Supply network:
Scale bar: 50 µm. Pins as bars on the die edge. Tap cells in grey.
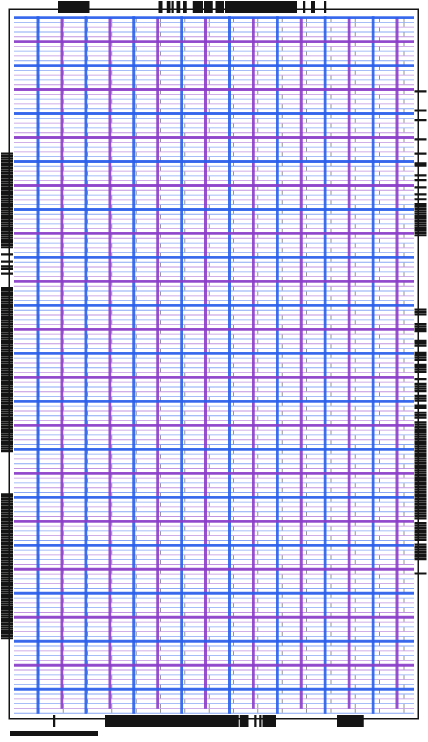
Placement by cell class:
Scale bar: 50 µm.
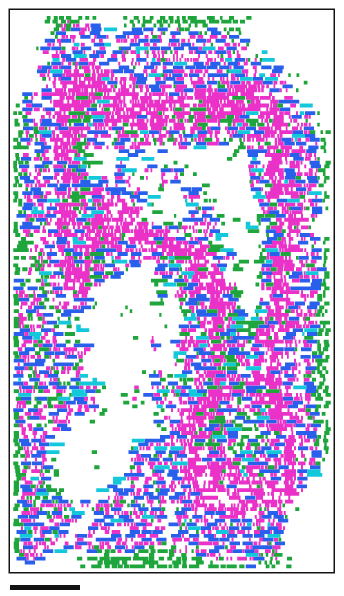
Clock distribution:
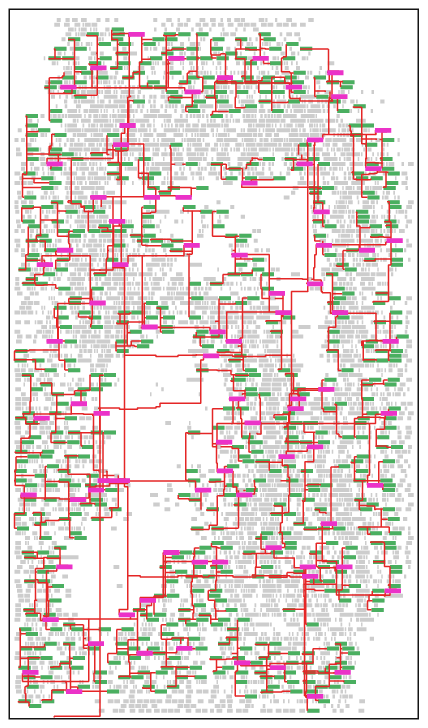
Metal layers overlaid:
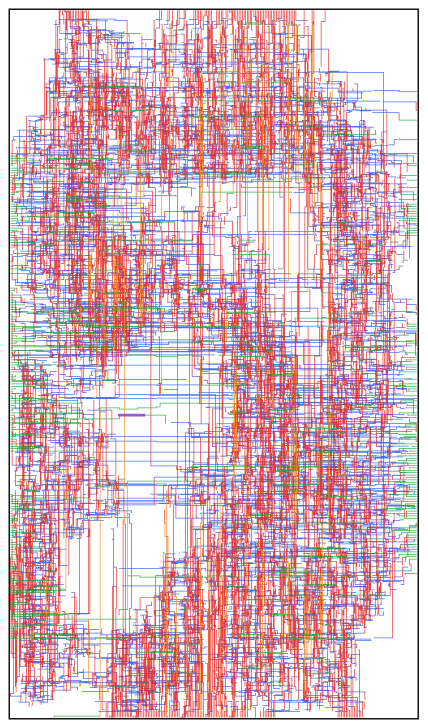
`config.mk`:
```
export PLATFORM = sky130hd
export DESIGN_NAME = gf2m_digit_mul
export DESIGN_NICKNAME = d
export VERILOG_FILES = /design/src/rtl/gf2m_pkg.sv /design/src/rtl/gf2m_mul_step.sv /design/src/rtl/gf2m_digit_mul.sv
export SDC_FILE = /design/constraint.sdc
export NUM_CORES = 2
export LEC_CHECK = 0
export CAP_MARGIN = 5
export CORE_ASPECT_RATIO = 1.75
export CORE_MARGIN = 2
export CORE_UTILIZATION = 38
export CTS_CLUSTER_DIAMETER = 40
export DETAILED_ROUTE_END_ITERATION = 10
export GPL_TIMING_DRIVEN = 0
export PLACE_DENSITY = 0.65
export SLEW_MARGIN = 30
export SYNTH_ARGS = -nofsm -noshare
export SYNTH_HDL_FRONTEND = slang
export SYNTH_SLANG_ARGS = --single-unit
```
`constraint.sdc`:
```
create_clock -name CLK -period 1.8 [get_ports CLK]
set_clock_uncertainty 0.05 [all_clocks]
set_input_delay 0.27 -clock CLK [delete_from_list [all_inputs] [get_ports CLK]]
set_output_delay 0.27 -clock CLK [all_outputs]
set_load 0.1 [all_outputs]
```
`src/rtl/gf2m_pkg.sv`:
```
// Shared constants, state encoding and element type for the digit-serial GF(2^M) multiplier.
package gf2m_pkg;

    localparam int unsigned   GF_M    = 163;
    localparam int unsigned   GF_D    = 4;
    localparam int unsigned   GF_N    = (GF_M + GF_D - 1) / GF_D;
    localparam logic [162:0]  GF_POLY = 163'hC9;

    typedef logic [GF_M-1:0] gf_elem_t;

    // ST_HOLD is only entered when the extra output register stage is built in.
    typedef enum logic [1:0] {
        ST_IDLE = 2'd0,
        ST_RUN  = 2'd1,
        ST_DONE = 2'd2,
        ST_HOLD = 2'd3
    } mul_state_t;

endpackage

```
`src/rtl/gf2m_mul_step.sv`:
```
// One combinational digit step: (acc*x^D xor a*digit) mod f, evaluated Horner-style MSB first.
module gf2m_mul_step #(
    parameter int unsigned M    = 163,
    parameter int unsigned D    = 4,
    parameter logic [M-1:0] POLY = 163'hC9
) (
    input  logic [M-1:0] i_acc,
    input  logic [M-1:0] i_a,
    input  logic [D-1:0] i_digit,
    output logic [M-1:0] o_res
);

    logic [M-1:0] w_r;

    // Each pass multiplies by x (folding x^M back as POLY) then adds a if the digit bit is set.
    always_comb begin
        w_r = i_acc;
        for (int unsigned j = 0; j < D; j++) begin
            w_r = {w_r[M-2:0], 1'b0} ^ (w_r[M-1] ? POLY : '0);
            if (i_digit[D-1-j]) begin
                w_r = w_r ^ i_a;
            end
        end
        o_res = w_r;
    end

endmodule

```
`src/rtl/gf2m_digit_mul.sv`:
```
// Digit-serial GF(2^M) multiplier (MUL1 port). Define GF2M_MUL_OUT_REG_EN for one extra output stage.
module gf2m_digit_mul
    import gf2m_pkg::*;
#(
    parameter int unsigned  M    = GF_M,
    parameter int unsigned  D    = GF_D,
    parameter logic [M-1:0] POLY = GF_POLY
) (
    input  logic         CLK,
    input  logic         RST_N,
    input  logic         IN_VALID,
    input  logic [M-1:0] A,
    input  logic [M-1:0] B,
    output logic         OUT_VALID,
    output logic [M-1:0] C,
    output logic         BUSY,
    output logic         ERROR
);

    localparam int unsigned N  = (M + D - 1) / D;
    localparam int unsigned CW = (N > 1) ? $clog2(N) : 1;
    localparam int unsigned BW = N * D;

    mul_state_t     r_state;
    logic [M-1:0]   r_a;
    logic [BW-1:0]  r_b_sh;
    logic [M-1:0]   r_acc;
    logic [CW-1:0]  r_cnt;
    logic [M-1:0]   r_c;
    logic           r_out_valid;
    logic           r_busy;
    logic           r_error;
    logic [M-1:0]   w_step;
    logic [D-1:0]   w_digit;

    assign w_digit = r_b_sh[BW-1 -: D];

    gf2m_mul_step #(
        .M    (M),
        .D    (D),
        .POLY (POLY)
    ) u_step (
        .i_acc   (r_acc),
        .i_a     (r_a),
        .i_digit (w_digit),
        .o_res   (w_step)
    );

    always_ff @(posedge CLK) begin
        if (!RST_N) begin
            r_state     <= ST_IDLE;
            r_a         <= '0;
            r_b_sh      <= '0;
            r_acc       <= '0;
            r_cnt       <= '0;
            r_c         <= '0;
            r_out_valid <= 1'b0;
            r_busy      <= 1'b0;
            r_error     <= 1'b0;
        end else begin
            r_out_valid <= 1'b0;
            r_error     <= IN_VALID && (r_state != ST_IDLE);
            case (r_state)
                ST_IDLE: begin
                    if (IN_VALID) begin
                        r_a     <= A;
                        r_b_sh  <= BW'(B);
                        r_acc   <= '0;
                        r_cnt   <= '0;
                        r_busy  <= 1'b1;
                        r_state <= ST_RUN;
                    end
                end
                ST_RUN: begin
                    r_acc  <= w_step;
                    r_b_sh <= r_b_sh << D;
                    r_cnt  <= r_cnt + 1'b1;
                    if (r_cnt == CW'(N - 1)) begin
                        r_state <= ST_DONE;
                    end
                end
                ST_DONE: begin
`ifdef GF2M_MUL_OUT_REG_EN
                    r_state <= ST_HOLD;
`else
                    r_c         <= r_acc;
                    r_out_valid <= 1'b1;
                    r_busy      <= 1'b0;
                    r_state     <= ST_IDLE;
`endif
                end
                ST_HOLD: begin
`ifdef GF2M_MUL_OUT_REG_EN
                    // acc is frozen after RUN, so it serves as the pipeline register here.
                    r_c         <= r_acc;
                    r_out_valid <= 1'b1;
`endif
                    r_busy      <= 1'b0;
                    r_state     <= ST_IDLE;
                end
                default: begin
                    r_busy  <= 1'b0;
                    r_state <= ST_IDLE;
                end
            endcase
        end
    end

    assign OUT_VALID = r_out_valid;
    assign C         = r_c;
    assign BUSY      = r_busy;
    assign ERROR     = r_error;

endmodule

```
==> changes_impl.md <==
## Flow update

- Vias in the first global route: between 30k and 40k
- Failing checks: setup timing
- Share of cells above drive strength 1: 19.39%
- Fp_density: between 30% and 40%
- Final setup vio count: between 80 and 90
- Top Layer Used: met5
- R2r endpoint: r_acc[7]
- Final period utilization: 107.0%
- Clkbuf count: just under 100
- Area Overhead vs Synth: 38.20%
- Met1 Wirelength: between 40000 and 50000 µm
- Seq. cell area: around 0.013 mm²
- WP buf/inv: 1
- Fin worst setup slack: -0.1257 ns
- Dominant logic cell types in the final layout: 1183 x nand2_1, 656 x dfxtp_1, 332 x a21boi_0
- Final hold violations: 0
- Outcome: complete, but fails checks
- Biggest Area Class: combinational gates
- Worst setup path startpoint: r_b_sh[162]
- Fin area: 0.04739 mm²
- Inverters excl. clock: 3
- Seq area share: between 20% and 30%
- Routed WL: between 100000 and 150000 µm
- Pre-CTS setup slack: -1.119 ns
- Critical-path top delay cell: xnor3_1
- Yosys simple share: between 20% and 30%
- Flop count: about 660
- Largest register FFs: ~160
- Stages on worst setup path: 6
- Power in sequential cells: between 15 and 20 mW
- Global Route met1 Usage: between 20% and 30%
- Metal2 WL: 60140 µm
- Yosys chip area: 0.03429 mm²
- Synth area leaders: dfxtp_1 39%, nand2_1 14%, xnor3_1 11%
Notes on 'supply network' above:
Key: VDD = purple; VSS = blue
495 signal pins sit on the boundary. 146 met1 rails follow the rows. The core has 145 rows. 16 straps on met4.

Notes on 'placement by cell class' above:
Key: all other logic = magenta [cells 3150]; other buffers and delay cells = green [cells 930]; clock drivers and dummy loads = cyan [cells 156]; flip-flops = blue [cells 664]

Notes on 'clock distribution' above:
Key: cells driving clock nets = magenta [count 85]; clock wires = red [length 9530 µm]; flip-flops = green [count 664]
There are 86 routed clock nets. Position of the flops: spread over the die.

Notes on 'metal layers overlaid' above:
Key: met5 = purple [wire length 13.8 µm]; met4 = orange [wire length 6350 µm]; met1 = blue [wire length 45.9 mm]; met2 = red [wire length 60.1 mm]; met3 = green [wire length 7020 µm]

Power is estimated from default activity; no workload was simulated.
